$ cat src/rtl/ps2_host_tx_if.sv
// Command handshake and status between the host-side controller and the PS/2 transmitter.
interface ps2_host_tx_if;
    logic       tx_valid;
    logic [7:0] tx_data;
    logic       tx_ready;
    logic       busy;
    logic       done;
    logic       error;

    modport master (output tx_valid, tx_data, input  tx_ready, busy, done, error);
    modport slave  (input  tx_valid, tx_data, output tx_ready, busy, done, error);
endinterface

$ cat src/rtl/ps2_host_tx.sv
// PS/2 host-to-device transmitter: clock inhibit, request-to-send, device-clocked
// 11-bit frame with odd parity, ACK check and idle wait, all via open-drain enables.
module ps2_host_tx #(
    parameter int INHIBIT_CYCLES = 5000,
    parameter int REQ_CYCLES     = 50,
    parameter int TIMEOUT_CYCLES = 750000
) (
    input  logic            CLK50,
    input  logic            reset,
    ps2_host_tx_if.slave    tx,
    input  logic            ps2_clk_in,
    input  logic            ps2_data_in,
    output logic            ps2_clk_oe,
    output logic            ps2_data_oe
);
    localparam logic [19:0] INH_LAST = 20'(INHIBIT_CYCLES - 1);
    localparam logic [19:0] REQ_LAST = 20'(REQ_CYCLES - 1);
    localparam logic [19:0] TO_LAST  = 20'(TIMEOUT_CYCLES - 1);

    typedef enum logic [2:0] {IDLE, INHIBIT, REQ, XFER, WAITIDLE} state_t;

    state_t      state_q;
    logic [19:0] cnt_q, cnt_d;
    logic [3:0]  n_q, n_d;
    logic [7:0]  sh_q;
    logic        par_q;
    logic        clk_oe_q, data_oe_q, ready_q, busy_q, done_q, error_q;
    logic        clk_s1_q, clk_s2_q, clk_prev_q, dat_s1_q, dat_s2_q;
    logic        fall, txbit;
    logic [2:0]  bidx;

    // Synchronisers idle high so leaving reset never fakes a falling edge.
    always_ff @(posedge CLK50) begin
        if (reset) begin
            clk_s1_q   <= 1'b1;
            clk_s2_q   <= 1'b1;
            clk_prev_q <= 1'b1;
            dat_s1_q   <= 1'b1;
            dat_s2_q   <= 1'b1;
        end else begin
            clk_s1_q   <= ps2_clk_in;
            clk_s2_q   <= clk_s1_q;
            clk_prev_q <= clk_s2_q;
            dat_s1_q   <= ps2_data_in;
            dat_s2_q   <= dat_s1_q;
        end
    end

    // Next frame bit after this fall: data LSB first, then parity, then stop.
    always_comb begin
        fall  = clk_prev_q & ~clk_s2_q;
        n_d   = n_q + 4'd1;
        cnt_d = (cnt_q == '1) ? cnt_q : cnt_q + 20'd1;
        bidx  = n_d[2:0] - 3'd1;
        txbit = 1'b1;
        if (n_d >= 4'd1 && n_d <= 4'd8) txbit = sh_q[bidx];
        else if (n_d == 4'd9)            txbit = par_q;
    end

    always_ff @(posedge CLK50) begin
        if (reset) begin
            state_q   <= IDLE;
            cnt_q     <= '0;
            n_q       <= '0;
            sh_q      <= '0;
            par_q     <= 1'b0;
            clk_oe_q  <= 1'b0;
            data_oe_q <= 1'b0;
            ready_q   <= 1'b1;
            busy_q    <= 1'b0;
            done_q    <= 1'b0;
            error_q   <= 1'b0;
        end else begin
            done_q  <= 1'b0;
            error_q <= 1'b0;
            case (state_q)
                IDLE: begin
                    if (tx.tx_valid && ready_q) begin
                        sh_q     <= tx.tx_data;
                        par_q    <= ~^tx.tx_data;
                        n_q      <= '0;
                        cnt_q    <= '0;
                        clk_oe_q <= 1'b1;
                        ready_q  <= 1'b0;
                        busy_q   <= 1'b1;
                        state_q  <= INHIBIT;
                    end
                end
                INHIBIT: begin
                    if (cnt_q == INH_LAST) begin
                        cnt_q     <= '0;
                        data_oe_q <= 1'b1;
                        state_q   <= REQ;
                    end else cnt_q <= cnt_d;
                end
                REQ: begin
                    if (cnt_q == REQ_LAST) begin
                        cnt_q    <= '0;
                        clk_oe_q <= 1'b0;
                        state_q  <= XFER;
                    end else cnt_q <= cnt_d;
                end
                XFER: begin
                    if (fall) begin
                        cnt_q <= '0;
                        n_q   <= n_d;
                        if (n_d == 4'd11) begin
                            data_oe_q <= 1'b0;
                            if (!dat_s2_q) state_q <= WAITIDLE;
                            else begin
                                error_q <= 1'b1;
                                ready_q <= 1'b1;
                                busy_q  <= 1'b0;
                                state_q <= IDLE;
                            end
                        end else data_oe_q <= ~txbit;
                    end else if (cnt_q == TO_LAST) begin
                        error_q   <= 1'b1;
                        clk_oe_q  <= 1'b0;
                        data_oe_q <= 1'b0;
                        ready_q   <= 1'b1;
                        busy_q    <= 1'b0;
                        state_q   <= IDLE;
                    end else cnt_q <= cnt_d;
                end
                WAITIDLE: begin
                    if (clk_s2_q && dat_s2_q) begin
                        done_q  <= 1'b1;
                        ready_q <= 1'b1;
                        busy_q  <= 1'b0;
                        state_q <= IDLE;
                    end else if (fall) cnt_q <= '0;
                    else if (cnt_q == TO_LAST) begin
                        error_q <= 1'b1;
                        ready_q <= 1'b1;
                        busy_q  <= 1'b0;
                        state_q <= IDLE;
                    end else cnt_q <= cnt_d;
                end
                default: begin
                    clk_oe_q  <= 1'b0;
                    data_oe_q <= 1'b0;
                    ready_q   <= 1'b1;
                    busy_q    <= 1'b0;
                    state_q   <= IDLE;
                end
            endcase
        end
    end

    assign ps2_clk_oe  = clk_oe_q;
    assign ps2_data_oe = data_oe_q;
    assign tx.tx_ready = ready_q;
    assign tx.busy     = busy_q;
    assign tx.done     = done_q;
    assign tx.error    = error_q;
endmodule

$ cat src/flat_wrapper.sv
// flat-port wrapper written by rule: the top's interface ports become plain ports
module ps2_host_tx_flat 
#(
    parameter int INHIBIT_CYCLES = 5000,
    parameter int REQ_CYCLES     = 50,
    parameter int TIMEOUT_CYCLES = 750000
)
  (CLK50, reset, ps2_clk_in, ps2_data_in, ps2_clk_oe, ps2_data_oe, tx_tx_valid, tx_tx_data, tx_tx_ready, tx_busy, tx_done, tx_error);
  ps2_host_tx_if tx_i ();
  input  logic CLK50;
  input  logic reset;
  input  logic ps2_clk_in;
  input  logic ps2_data_in;
  output logic ps2_clk_oe;
  output logic ps2_data_oe;
  input wire logic [$bits(tx_i.tx_valid)-1:0] tx_tx_valid;
  input wire logic [$bits(tx_i.tx_data)-1:0] tx_tx_data;
  output wire logic [$bits(tx_i.tx_ready)-1:0] tx_tx_ready;
  output wire logic [$bits(tx_i.busy)-1:0] tx_busy;
  output wire logic [$bits(tx_i.done)-1:0] tx_done;
  output wire logic [$bits(tx_i.error)-1:0] tx_error;
  assign tx_i.tx_valid = tx_tx_valid;
  assign tx_i.tx_data = tx_tx_data;
  assign tx_tx_ready = tx_i.tx_ready;
  assign tx_busy = tx_i.busy;
  assign tx_done = tx_i.done;
  assign tx_error = tx_i.error;
  ps2_host_tx #(.INHIBIT_CYCLES(INHIBIT_CYCLES), .REQ_CYCLES(REQ_CYCLES), .TIMEOUT_CYCLES(TIMEOUT_CYCLES)) u_core (.CLK50(CLK50), .reset(reset), .tx(tx_i), .ps2_clk_in(ps2_clk_in), .ps2_data_in(ps2_data_in), .ps2_clk_oe(ps2_clk_oe), .ps2_data_oe(ps2_data_oe));
endmodule
$ cat config.mk
export PLATFORM = sky130hd
export DESIGN_NAME = ps2_host_tx_flat
export DESIGN_NICKNAME = d
export VERILOG_FILES = /design/src/rtl/ps2_host_tx_if.sv /design/src/rtl/ps2_host_tx.sv /design/src/flat_wrapper.sv
export SDC_FILE = /design/constraint.sdc
export NUM_CORES = 1
export LEC_CHECK = 0
export CAP_MARGIN = 20
export CELL_PAD_IN_SITES_DETAIL_PLACEMENT = 1
export CELL_PAD_IN_SITES_GLOBAL_PLACEMENT = 2
export CORE_MARGIN = 2
export CORE_UTILIZATION = 38
export DETAILED_ROUTE_END_ITERATION = 16
export PLACE_DENSITY_LB_ADDON = 0.1
export SYNTH_ARGS = -nofsm -noshare
export SYNTH_HDL_FRONTEND = slang
export SYNTH_SLANG_ARGS = --single-unit
$ cat constraint.sdc
create_clock -name CLK50 -period 3.8 [get_ports CLK50]
set_input_delay 0.76 -clock CLK50 [delete_from_list [all_inputs] [get_ports CLK50]]
set_output_delay 0.76 -clock CLK50 [all_outputs]
set_load 0.02 [all_outputs]
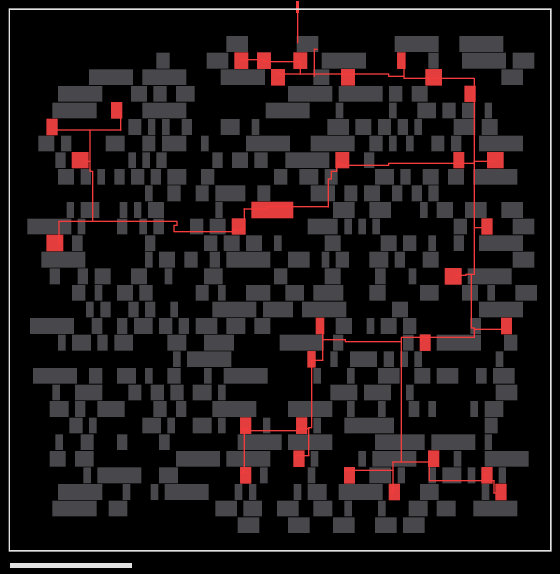
run_1/io_fan.png
Bar = 20 µm.
- red: reset (bits 1; direction input; edge top; end cells 32; wire 359 µm)
# IOs: 19
port bufs: 18

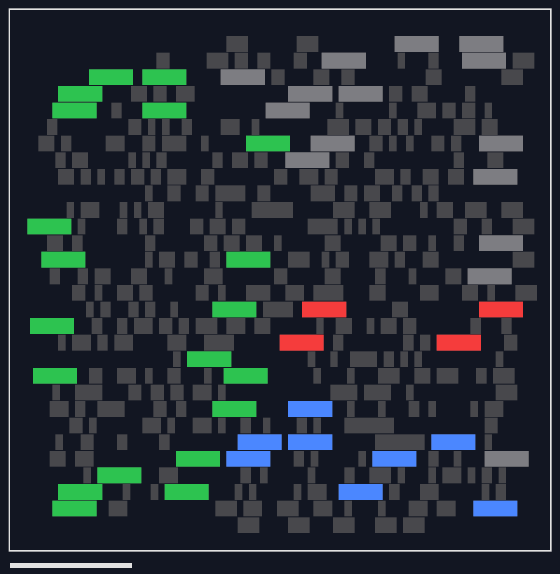
run_1/flops_by_reg.png
Bar = 20 µm. Other sequential cells in the stronger grey, the rest of the logic in the fainter grey.
- blue: u_core.sh_q (sequential cells 8)
- green: u_core.cnt_q (sequential cells 20)
- red: u_core.n_q (sequential cells 4)
Seq/total area: 31.0%
Sequential Power: 597 µW
utilization after layout: 44.2%

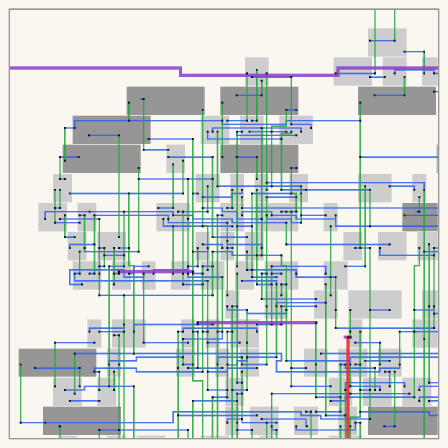
run_1/detail.png
Window x 2 to 42, y 46 to 86 µm. Cells in grey, sequential cells in the stronger grey; small squares are vias.
- red: metal 4
- green: metal 2
- purple: metal 3
- blue: metal 1
- most frequent: nand2_1 (9), dfxtp_1 (9), nor2_1 (6)
- cells with their middle in the window: 75
- sequential cells in the window: 9
- netlist names of flops here include: u_core.cnt_q (8), u_core.dat_s1_q (1)

[run 1: critical path, cell delays in order (launching register included)]
cell	delay (ns)
dfxtp_1	0.44
ha_1	0.19
nor4b_1	0.36
nand3b_1	0.14
o211a_1	0.28
or3_1	0.57
o21bai_4	0.43
nor2_1	0.09
[run 1: area by class of cell]
class                           count  area [µm²]
Fill cell                         855        3830
Sequential cell                    47         941
Timing Repair Buffer               21         203
Clock inverter                      1        5.00
Inverter                            5        18.8
Clock buffer                        7        76.3
Tap cell                           96         120
Multi-Input combinational cell    268        1670
[run 1: Yosys cell counts, types with 3 or more instances]
cell type  count  area (µm²)
xnor2_1        8        70.1
a211oi_1       6        45.0
inv_1          5        18.8
or2_2          9        56.3
a31oi_1        6        37.5
nor3b_1        3        22.5
xor2_1        10        87.6
o31ai_1        5        37.5
nor4_1         6        37.5
clkbuf_1      15        56.3
dfxtp_1       47         941
o21bai_1       4        30.0
nand3_1       14        70.1
nand4_1        6        37.5
nand2b_1       4        25.0
o21ai_0        8        40.0
nor2_1        37         139
or3_1          4        25.0
nand2_1       37         139
and3_1         5        31.3
nor3_1         9        45.0
nor2b_1        4        25.0
nand4b_1       3        26.3
nand3b_1       8        60.1
ha_1           5        62.6
a21oi_1       27         135
[run 1: worst max-delay path by stage]
stage,endpoint,from,depth (start not counted)
2_1_floorplan,u_core.cnt_q[15],u_core.cnt_q[10],8
3_3_place_gp,u_core.cnt_q[11],tx_tx_valid,8
3_5_place_dp,u_core.cnt_q[11],tx_tx_valid,8
4_1_cts,u_core.cnt_q[5],u_core.cnt_q[0],7
5_1_grt,u_core.cnt_q[3],u_core.cnt_q[0],7
6_report,u_core.cnt_q[8],u_core.cnt_q[0],7
==> flow_metrics.py, run 1 <==
# Flow results
metrics = {
    "placed_design": {
        "pre_cts_slack_ns": 1.06,
        "routabilityCongestion": 0.801,
    },
    "clocking": {
        "cts_root_buffer": "clkbuf_8",
        "cts_tree": "done",
        "cts_resized": 0,
        "post_cts_buffers": 0,
        "cts.clk_slew.worst_paths_ns": 0.09,
    },
    "synth": {
        "synth-main-ff-cell": "dfxtp_1",
        "xor_area_share_pct": 5.80,
        "ys_ff": 47,
        "synthSimpleGateAreaFrac_pct": 31.0,
        "postSynthSeqShare_pct": 34.6,
        "edf_count": 0,
        "ys_types": 59,
        "async_flop_share_pct": 0,
        "synthAdderAreaFrac_pct": 2.30,
    },
    "run_status": {
        "status": "complete, no violations",
    },
    "floorplanning": {
        "fp_util_pct": 39.5,
        "die_h_um": 88.5,
    },
    "cells_and_area": {
        "final_layout_size_suffix_gt1_share_pct": 8.02,
        "lay_top_count": "dfxtp_1",
        "regMostFlops": "u_core.cnt_q",
        "fin_nets": 366,
    },
    "timing": {
        "period_minus_slack_ns": 2.62,
        "report.final.hold_viol_count": 0,
        "tightest_slew_ns": 0.630,
        "skew_ns": 0.00700,
        "setup_ws_ns": 1.18,
    },
    "grt": {
        "track_usage_pct": 19.4,
        "use_met2_pct": 31.6,
    },
    "setup_path": {
        "worstSetupPathType": "reg2reg",
        "crit_path_start_kind": "flip-flop",
        "rr_startpoint": "u_core.cnt_q[0]",
    },
    "drt": {
        "vias": 2476,
        "drc_errors": 0,
        "maxUsedRoutingLayer": "met4",
    },
    "power": {
        "swShare_pct": 36.1,
        "p_leak_nw": 1.02,
        "ir_drop_mv": 0.155,
        "pwr-share-clk_pct": 22.7,
        "pg_clk_uw": 297,
        "p_switching_uw": 472,
        "p_int_uw": 835,
    },
    "job": {
        "cap_violations": 0,
    },
}
run_1/clocks.png
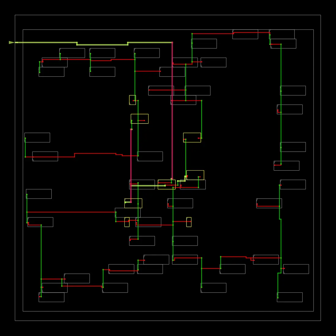

==> inputs of run 2 (changes only) <==
- CORE_UTILIZATION: 38 -> 35
- clock period: 3.8 -> 2.6 ns (I/O delays scaled with it)
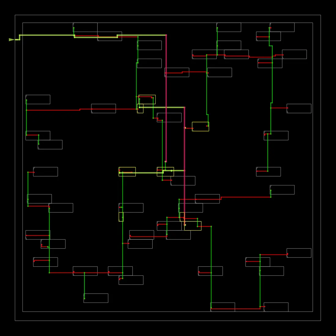
run_2/clocks.png
total CTS buffers: 5
Clock Skew: 0.00626 ns
clk_lat worst skew: 0.30 ns

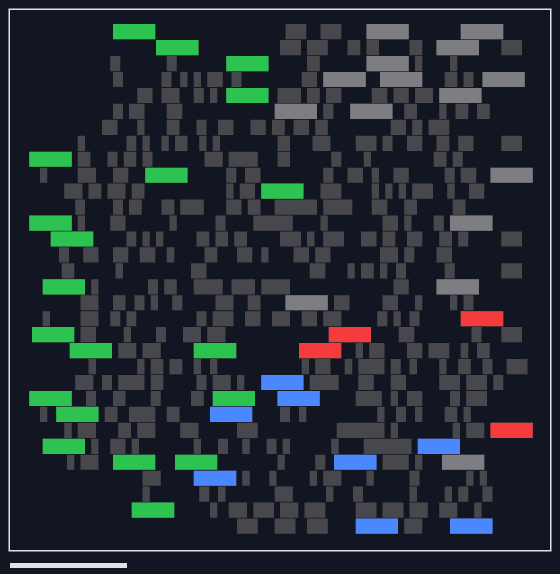
run_2/flops_by_reg.png
Bar = 20 µm. Other sequential cells in the stronger grey, the rest of the logic in the fainter grey.
- blue: u_core.sh_q (sequential cells 8)
- red: u_core.n_q (sequential cells 4)
- green: u_core.cnt_q (sequential cells 20)
- not coloured: 15
Sequential Power: 861 µW
register area: 941 µm²
Seq/total area: 29.7%

==> flow_metrics.py, run 2 <==
# Flow results
metrics = {
    "setup_path": {
        "cp-startpoint": "u_core.cnt_q[0]",
        "worstPathCellList": "ha_1 -> nor4b_1 -> nand3b_1 -> o211a_1 -> or3_1 -> buf_4 -> a21boi_0 -> nor3_1",
        "slowest_delay_ns": 0.45,
        "cp-endpoint": "u_core.cnt_q[16]",
        "path_depth": 8,
        "worst-path-buf-inv": 1,
        "critPathSlowestCell": "dfxtp_1",
        "crit_path_start_kind": "flip-flop",
    },
    "timing": {
        "period_minus_slack_ns": 2.41,
        "report.final.hold_viol_count": 0,
        "tightest_slew_ns": 0.529,
    },
    "synth": {
        "synth-main-ff-cell": "dfxtp_1",
        "common_cells": "47 x dfxtp_1, 37 x nand2_1, 37 x nor2_1",
        "synth_top_area_share_pct": 34.6,
        "edf_count": 0,
        "ys_top_cells_by_area": "dfxtp_1 35%, nand2_1 5.1%, nor2_1 5.1%",
        "ys_ff": 47,
        "async_flop_share_pct": 0,
        "ys_types": 59,
        "synth_area_leader_cell": "dfxtp_1",
    },
    "job": {
        "cap_violations": 0,
    },
    "power": {
        "swShare_pct": 36.0,
        "p_int_mw": 1.28,
        "p_switching_uw": 719,
        "ir_drop_mv": 0.234,
        "p_leak_nw": 1.10,
        "pg_clk_uw": 438,
        "pwr-share-clk_pct": 21.9,
    },
    "drt": {
        "drc_errors": 0,
    },
    "clocking": {
        "cts_tree": "done",
        "cts_root_buffer": "clkbuf_8",
    },
    "run_status": {
        "status": "complete, no violations",
    },
    "cells_and_area": {
        "regMostFlops": "u_core.cnt_q",
        "final_layout_size_suffix_gt1_share_pct": 11.8,
        "fin_nets": 381,
    },
    "grt": {
        "track_usage_pct": 19.0,
    },
    "floorplanning": {
        "fp_util_pct": 35.7,
        "io-pin-count": 19,
    },
}
[run 2: through the flow]
step	total power [mW]	cells	setup WS [ns]
floorplan	1.32	338	0.419
global placement	1.54	457	0.196
detailed placement	1.56	457	0.162
CTS	2.01	465	0.137
global route	2.14	466	0.00682
finish	2.00	466	0.189
[run 2: logic make-up after synthesis]
group                      share of synthesized area [%]
buffers and inverters                               3.78
adders and majority gates                           2.30
muxes                                               2.40
AOI/OAI and AO/OA                                   20.0
and+or+nand+nor                                     31.0
xor gates and xnor gates                            5.80
DFF                                                 34.6
[run 2: what timing repair did]
action / CTS / global route
setup endpoints to repair: 0 / 17
gates resized: 0 / 1
setup buffers: 0 / 1
[run 2: layout make-up]
cell class / instances / area, µm²
Fill cell: 957 / 4440
Clock buffer: 7 / 76.3
Clock inverter: 1 / 5.00
Tap cell: 102 / 128
Timing Repair Buffer: 36 / 328
Sequential cell: 47 / 941
Multi-Input combinational cell: 268 / 1670
Inverter: 5 / 18.8
[run 2: how the worst min path moves through the flow]
stage	cells past startpoint	startpoint	endpoint	slack [ns]
2_1_floorplan	1	u_core.clk_s1_q	u_core.clk_s2_q	0.39
3_3_place_gp	1	u_core.dat_s1_q	u_core.dat_s2_q	0.39
3_5_place_dp	1	u_core.clk_s1_q	u_core.clk_s2_q	0.40
4_1_cts	1	u_core.clk_s1_q	u_core.clk_s2_q	0.42
5_1_grt	1	u_core.clk_s1_q	u_core.clk_s2_q	0.43
6_report	1	u_core.clk_s1_q	u_core.clk_s2_q	0.42
[run 2: per-layer routing]
metal | up-vias | GRT usage (%) | routed length, µm
li1 | 1268 | - | -
met1 | 1215 | 25.6 | 3600
met2 | 27 | 31.9 | 3560
met3 | 6 | 2.79 | 163
met4 | 0 | 4.48 | 73
met5 | - | 0 | 0
run_2/io_fan.png
Bar = 20 µm.
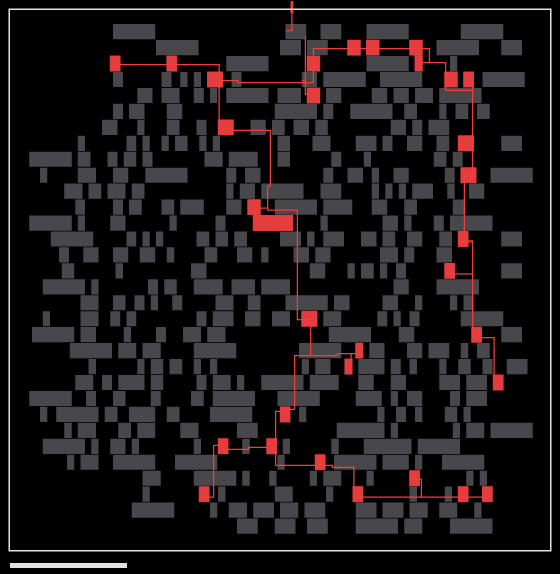

==> inputs of run 3 (changes only) <==
- REMOVE_ABC_BUFFERS: unset -> 1
- SLEW_MARGIN: unset -> 20
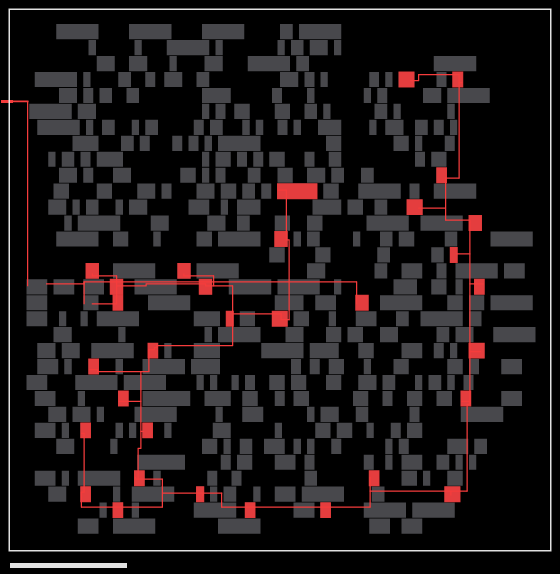
run_3/io_fan.png
Bar = 20 µm.
- red: reset (bits 1; direction input; edge left; end cells 32; wire 431 µm)

==> flow_metrics.py, run 3 <==
# Flow results
metrics = {
    "power": {
        "pwr-share-clk_pct": 22.1,
        "swShare_pct": 36.2,
        "p_int_mw": 1.30,
        "p_leak_nw": 1.10,
    },
    "clocking": {
        "cts_resized": 0,
        "insertion_delay_ns": 0.30,
        "cts_tree": "done",
        "cts_buffers": 5,
        "post_cts_buffers": 0,
        "cts_root_buffer": "clkbuf_8",
    },
    "floorplanning": {
        "fp_util_pct": 35.7,
        "io-pin-count": 19,
    },
    "cells_and_area": {
        "fin_nets": 382,
        "final_layout_size_suffix_gt1_share_pct": 12.3,
        "register_area_um2": 941,
        "regMostFlops": "u_core.cnt_q",
        "comb_area_um2": 1670,
        "stdcell_count": 467,
        "fill_cells": 952,
    },
    "synth": {
        "common_cells": "47 x dfxtp_1, 37 x nand2_1, 37 x nor2_1",
        "ys_ff": 47,
        "async_flop_share_pct": 0,
        "synth-main-ff-cell": "dfxtp_1",
        "ys_types": 59,
        "ys_top_cells_by_area": "dfxtp_1 35%, nand2_1 5.1%, nor2_1 5.1%",
        "synth_top_area_share_pct": 34.6,
        "synth_area_leader_cell": "dfxtp_1",
    },
    "run_status": {
        "status": "complete, no violations",
    },
    "timing": {
        "period_minus_slack_ns": 2.36,
        "tightest_slew_ns": 0.463,
        "report.final.hold_viol_count": 0,
    },
    "setup_path": {
        "slowest_delay_ns": 0.51,
        "crit_path_start_kind": "flip-flop",
        "worstPathCellList": "inv_1 -> ha_1 -> nor4b_1 -> nand3b_1 -> o211a_1 -> or3_1 -> o21bai_4 -> buf_4 -> nor2_1",
        "path_depth": 9,
        "critPathSlowestCell": "or3_1",
        "cp-endpoint": "u_core.cnt_q[15]",
        "worst-path-buf-inv": 2,
    },
    "placed_design": {
        "dp.cells": 459,
    },
    "grt": {
        "track_usage_pct": 18.4,
    },
    "drt": {
        "drc_errors": 0,
    },
    "job": {
        "cap_violations": 0,
    },
}
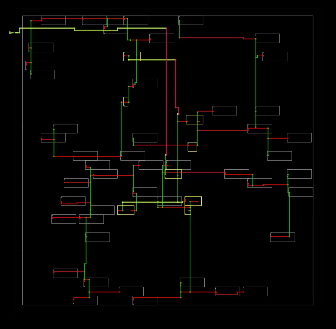
run_3/clocks.png
clkbuf count: 6
Clock Skew: 0.00853 ns
seq_cells: 47
Clock Power: 451 µW

## run 3: cell counts after synthesis
No cell type changed its count.
## run 3: metal layers
metal | GRT usage (%) | wire length (µm) | vias to the layer above | part of all wire [%]
met3 | 3.37 | 216 | 6 | 2.9
met2 | 28.5 | 3400 | 39 | 45
li1 | - | - | 1277 | -
met1 | 25.7 | 3850 | 1250 | 51
met5 | 0 | 0 | - | 0
met4 | 6.09 | 81 | 0 | 1.1
## run 3: cell type report
class                      instances  area share, %
clock inverter                     2          0.393
multi-input combinational        268           52.6
inverter                           5          0.590
tap                              102           4.01
sequential                        47           29.6
timing repair buffer              37           10.5
clock buffer                       6           2.28
## run 3: worst min-delay path by stage
| stage | start | cells after the start | end | slack (ns) |
|---|---|---|---|---|
| detailed placement | u_core.dat_s1_q | 1 | u_core.dat_s2_q | 0.40 |
| global route | u_core.clk_s1_q | 1 | u_core.clk_s2_q | 0.43 |
| floorplan | u_core.clk_s1_q | 1 | u_core.clk_s2_q | 0.39 |
| CTS | u_core.dat_s1_q | 1 | u_core.dat_s2_q | 0.42 |
| global placement | u_core.clk_s1_q | 1 | u_core.clk_s2_q | 0.40 |
| finish | u_core.dat_s1_q | 1 | u_core.dat_s2_q | 0.42 |
## run 3: kinds of logic after synthesis
logic type	after synthesis	share of synthesized area, %
muxes	4	2.40
xor gates and xnor gates	18	5.80
DFF	47	34.6
and+or+nand+nor	161	31.0
adders and majority gates	5	2.30
AOI/OAI and AO/OA	80	20.0
buffers and inverters	23	3.78
## run 3: stage by stage
| step | instance area [µm²] | worst slack [ns] |
|---|---|---|
| floorplan | 2630 | 0.0655 |
| CTS | 3180 | 0.233 |
| global placement | 3100 | 0.231 |
| finish | 3180 | 0.239 |
| detailed placement | 3100 | 0.184 |
| global route | 3180 | 0.0649 |

==> gallery <==
Wiring by layer.
Only two layers are drawn.
picture 1
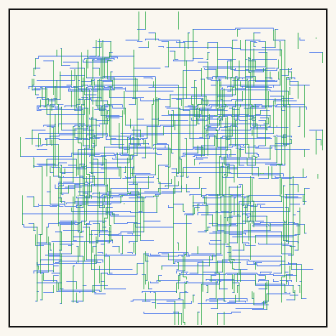
picture 2
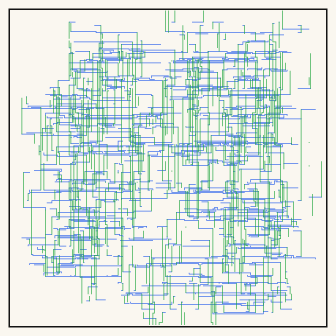
picture 3
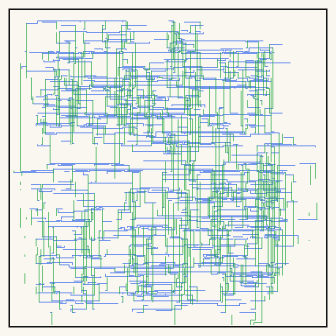
| picture | from |
|---|---|
| picture 1 | run 1 |
| picture 3 | run 3 |
| picture 2 | run 2 |

Power and IR drop assume default switching activity.
